### Wire density map, run 1

Scale bar: 20 um. 19 x 19 tiles, from black (low) to pale yellow (high), scaled to the fullest tile. Values are wire area over tile area, all layers added.
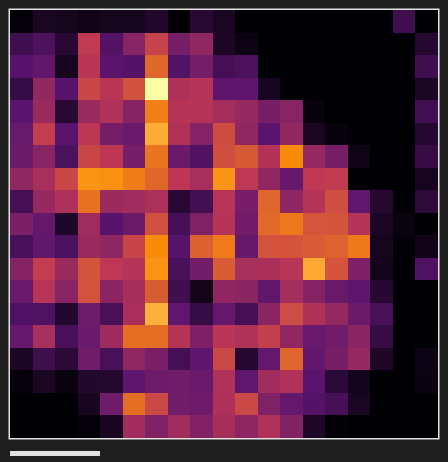
### Track usage over the die, run 1

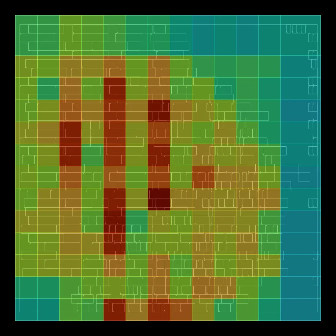
### Signal wires on met2, run 1

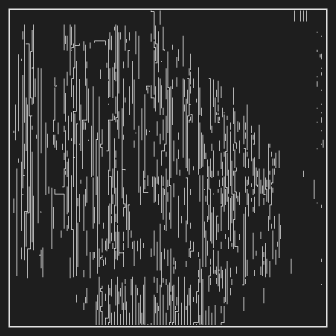
### Placement density heat map, run 1

Scale bar: 20 um. 10 x 10 tiles, from black (low) to pale yellow (high), 0 to 100% covered.
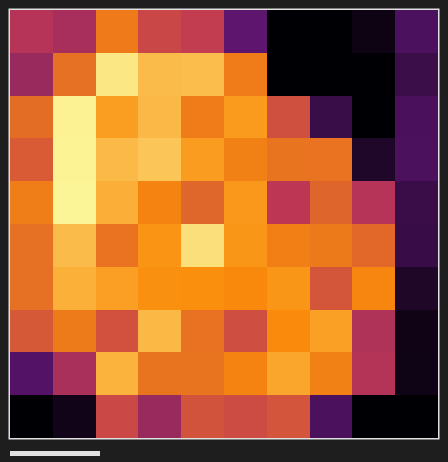
==> config.mk <==
export PLATFORM = sky130hd
export DESIGN_NAME = mmio_console_uart
export DESIGN_NICKNAME = d
export VERILOG_FILES = /design/src/rtl/mmio_console_uart.sv
export SDC_FILE = /design/constraint.sdc
export NUM_CORES = 1
export LEC_CHECK = 0
export CAP_MARGIN = 5
export CORE_UTILIZATION = 50
export CTS_BUF_LIST = sky130_fd_sc_hd__clkbuf_8
export DETAILED_ROUTE_END_ITERATION = 10
export GPL_ROUTABILITY_DRIVEN = 0
export PLACE_DENSITY = 0.78
export SLEW_MARGIN = 20
export SYNTH_ARGS = -nofsm -noshare
export SYNTH_HDL_FRONTEND = slang
export SYNTH_SLANG_ARGS = --single-unit
==> constraint.sdc <==
create_clock -name clk -period 8 [get_ports clk]
set_input_delay 0.8 -clock clk [delete_from_list [all_inputs] [get_ports clk]]
set_output_delay 0.8 -clock clk [all_outputs]
set_load 0.005 [all_outputs]
==> flow_summary.json, run 1 <==
{
  "synthDominantCellAreaShare_pct": 44.1,
  "setup_total_negative_slack_ns": 0,
  "top_cells_by_area": "sky130_fd_sc_hd__edfxtp_1 (44%), sky130_fd_sc_hd__dfxtp_1 (16%), sky130_fd_sc_hd__mux4_2 (8.3%), sky130_fd_sc_hd__buf_4 (4.7%), sky130_fd_sc_hd__a22oi_1 (2.9%)",
  "ys_warn_count": 0,
  "layout.cells.most_common": "sky130_fd_sc_hd__edfxtp_1",
  "post_drt_via_cell_ratio": 5.43,
  "grt_max_degree": 38,
  "post_synth_inst_count": 335,
  "cts_inserted_buffers": 9,
  "seqAreaFraction_pct": 51.5,
  "fmaxAchievable_mhz": 252,
  "fin_worst_skew_ns": 0.0175,
  "clockBufferDepth": 2,
  "drt.antenna.violating_nets": 0,
  "clockBufferCount": 9,
  "layout_worst_path_cycle_share_pct": 49.7,
  "grt_pass1_wl_mm": 12.5,
  "seq_cell_count": 99,
  "post-layout-total-power_mw": 1.26,
  "detailedPlace.worstSlack_ns": 3.88,
  "worstPathCellList": "clkdlybuf4s50_1, nand4b_1, or4_1, or4_1, nor2_1, clkdlybuf4s50_1",
  "non_filler_instance_count_after_layout": 496,
  "final-setup-viol-count": 0,
  "port_buffer_cells": 50,
  "layout.filler_cells": 651,
  "critical_path_arrival_ns": 3.18,
  "clock_root_buffer_master": "sky130_fd_sc_hd__clkbuf_8",
  "hpwl_mm": 5.47,
  "largest_register_ff_count": 64,
  "synth-adder-area-share_pct": 3.33,
  "num_tap_cells": 105,
  "enable_flop_cells": 64,
  "drc": 0,
  "num_antenna_cells": 0,
  "grt_remaining_overflow": 0,
  "sh_comb_area_pct": 30.0,
  "maxCapViolations": 0,
  "cts_hold_repair.buffers": 0,
  "tritoncts_num_sinks": 99,
  "yosysSeqAreaShare_pct": 60.2,
  "ff_latch_area_sq_um": 2620,
  "post_synth_top_flop": "sky130_fd_sc_hd__edfxtp_1",
  "status": "finished, final reports clean",
  "synth.cellmix.xorXnorShare_pct": 0.804,
  "die_area_sq_um": 9090,
  "drt_iter0_drc": 139
}
Notes on 'Wire density map' above:
mean over tiles = 0.13
fullest tile = 0.47
tiles over half the peak = 17%
nearly empty tiles = 20%
emptiest ninth of the die = north-east
global-route usage over all layers: 18.6%
number of vias in the routed layout: 2,694
total wire length: 7.75 mm
routed wirelength normalized by instance count: 15.6 um

Notes on 'Track usage over the die' above:
met2 global-route usage: 30.8%
fraction of the core area covered by cells at the end of the flow: 61.0%

Notes on 'Signal wires on met2' above:
share of all routed wire = 51%
longest straight run = 46.7 um

Notes on 'Placement density heat map' above:
fullest tile = 98%
mean over tiles = 55%
emptiest ninth of the die = north-east
core outline area: 8340 sq um
fp util: 52.3%

[run 1: where the power goes]
| group | leakage, nW | internal [mW] | switching (mW) | total [mW] |
|---|---|---|---|---|
| registers | 0.861 | 0.583 | 0.0576 | 0.641 |
| clock network | 0.106 | 0.128 | 0.190 | 0.318 |
| logic | 0.777 | 0.159 | 0.147 | 0.306 |
[run 1: per-layer routing]
metal  vias to the layer above  global-route usage, %  share of wire, %
met5                         -                      0                 0
met4                         0                   5.93               1.1
met3                        10                   4.07               3.9
met2                        78                   30.8                51
met1                      1294                   24.2                44
li1                       1312                      -                 -
[run 1: worst max-delay path, delay by kind of cell]
kind          cells  cell delay [ns]
simple gates      4             1.40
buf+inv           2             0.97
==> run 1 -> run 2 <==
Clock period 8 ns to 4.05 ns, I/O delays scaled along.
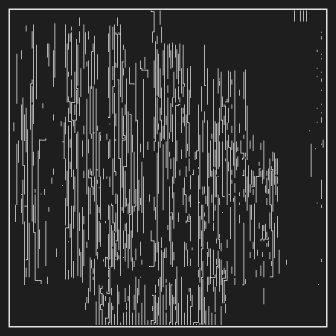
*Signal wires on met2, run 2*
nets with wire on the layer = 382
share of all routed wire = 53%
main direction = vertical
number of vias in the routed layout: 2,730
met2 global-route usage: 34.5%
total wire length: 8.14 mm

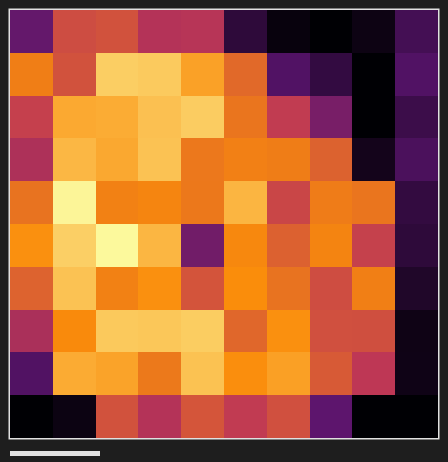
*Placement density heat map, run 2*
Scale bar: 20 um. 10 x 10 tiles, from black (low) to pale yellow (high), 0 to 100% covered.
densest ninth of the die = west
mean over tiles = 55%
nearly empty tiles = 6.0%
fullest tile = 99%
tiles over 75% full = 28%
fraction of the core area covered by cells at the end of the flow: 61.1%

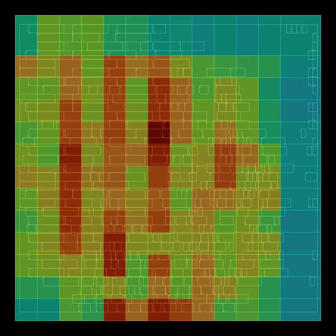
*Track usage over the die, run 2*
routed wirelength normalized by instance count: 16.3 um
met3 track demand over resource in global routing: 4.31%
most utilized layer in the global route result: met2
global-route usage over all layers: 20.1%

==> run 2 against run 1 <==
Net effect: area after synthesis did not move; critical path depth did not move; clock skew fell by 0.0013 ns; sequential power grew 97%; first-iteration DRC count increased by 3.6%; sequential share of layout area shrank 0.063 points; cell count is 0.40% higher; die size did not move; worst setup slack worse by 3.1 ns; register-to-register slack worse by 3.3 ns; combinational power rose by 100%; critical endpoint unchanged.
==> flow_summary.json, run 2 <==
{
  "drt.antenna.violating_nets": 0,
  "crit_family": "simple AND/OR/NAND/NOR gates",
  "grt_max_degree": 21,
  "non_filler_instance_count_after_layout": 498,
  "drt_iter0_drc": 144,
  "top_cells_by_area": "sky130_fd_sc_hd__edfxtp_1 (44%), sky130_fd_sc_hd__dfxtp_1 (16%), sky130_fd_sc_hd__mux4_2 (8.3%), sky130_fd_sc_hd__buf_4 (4.7%), sky130_fd_sc_hd__a22oi_1 (2.9%)",
  "worstPathCellList": "clkdlybuf4s50_1, nand4b_1, or4_1, or4_1, nor2_1, clkdlybuf4s50_1",
  "largest_register_ff_count": 64,
  "clock_root_buffer_master": "sky130_fd_sc_hd__clkbuf_8",
  "layout_worst_path_cycle_share_pct": 78.2,
  "post_synth_inst_count": 335,
  "post-layout-total-power_mw": 2.50,
  "post_synth_top_flop": "sky130_fd_sc_hd__edfxtp_1",
  "met2_routed_wl_mm": 4.31,
  "num_antenna_cells": 0,
  "port_buffer_cells": 50,
  "routed_met1_length_mm": 3.45,
  "detailedPlace.worstSlack_ns": 0.867,
  "drc": 0,
  "floorplan.initialDensity_pct": 52.3,
  "layout.cells.most_common": "sky130_fd_sc_hd__edfxtp_1",
  "final-setup-viol-count": 0,
  "status": "finished, final reports clean",
  "fin_worst_skew_ns": 0.0162,
  "yosysSeqAreaShare_pct": 60.2,
  "ys_warn_count": 0,
  "cts_inserted_buffers": 9,
  "floorplan.core_area_sq_um": 8340,
  "crit_buf_inv": 2,
  "hpwl_mm": 5.82,
  "cts_hold_repair.buffers": 0,
  "die_area_sq_um": 9090
}
==> run 2: cell counts after synthesis <==
Identical to the previous run, type by type.
==> run 2: report_power, final <==
| group | total (mW) | internal (mW) | switching [mW] |
|---|---|---|---|
| logic | 0.613 | 0.319 | 0.294 |
| clock network | 0.619 | 0.245 | 0.375 |
| registers | 1.26 | 1.15 | 0.112 |
==> run 2: cell type report <==
class                   instances  share of cell area [%]
multi-input cells             209                    30.0
clock inverters                 7                    1.45
flip-flops and latches         99                    51.5
clock buffers                   9                    2.43
inverters                       8                   0.590
well taps                     105                    2.58
repair buffers                 61                    11.4
Power and IR drop assume default switching activity.
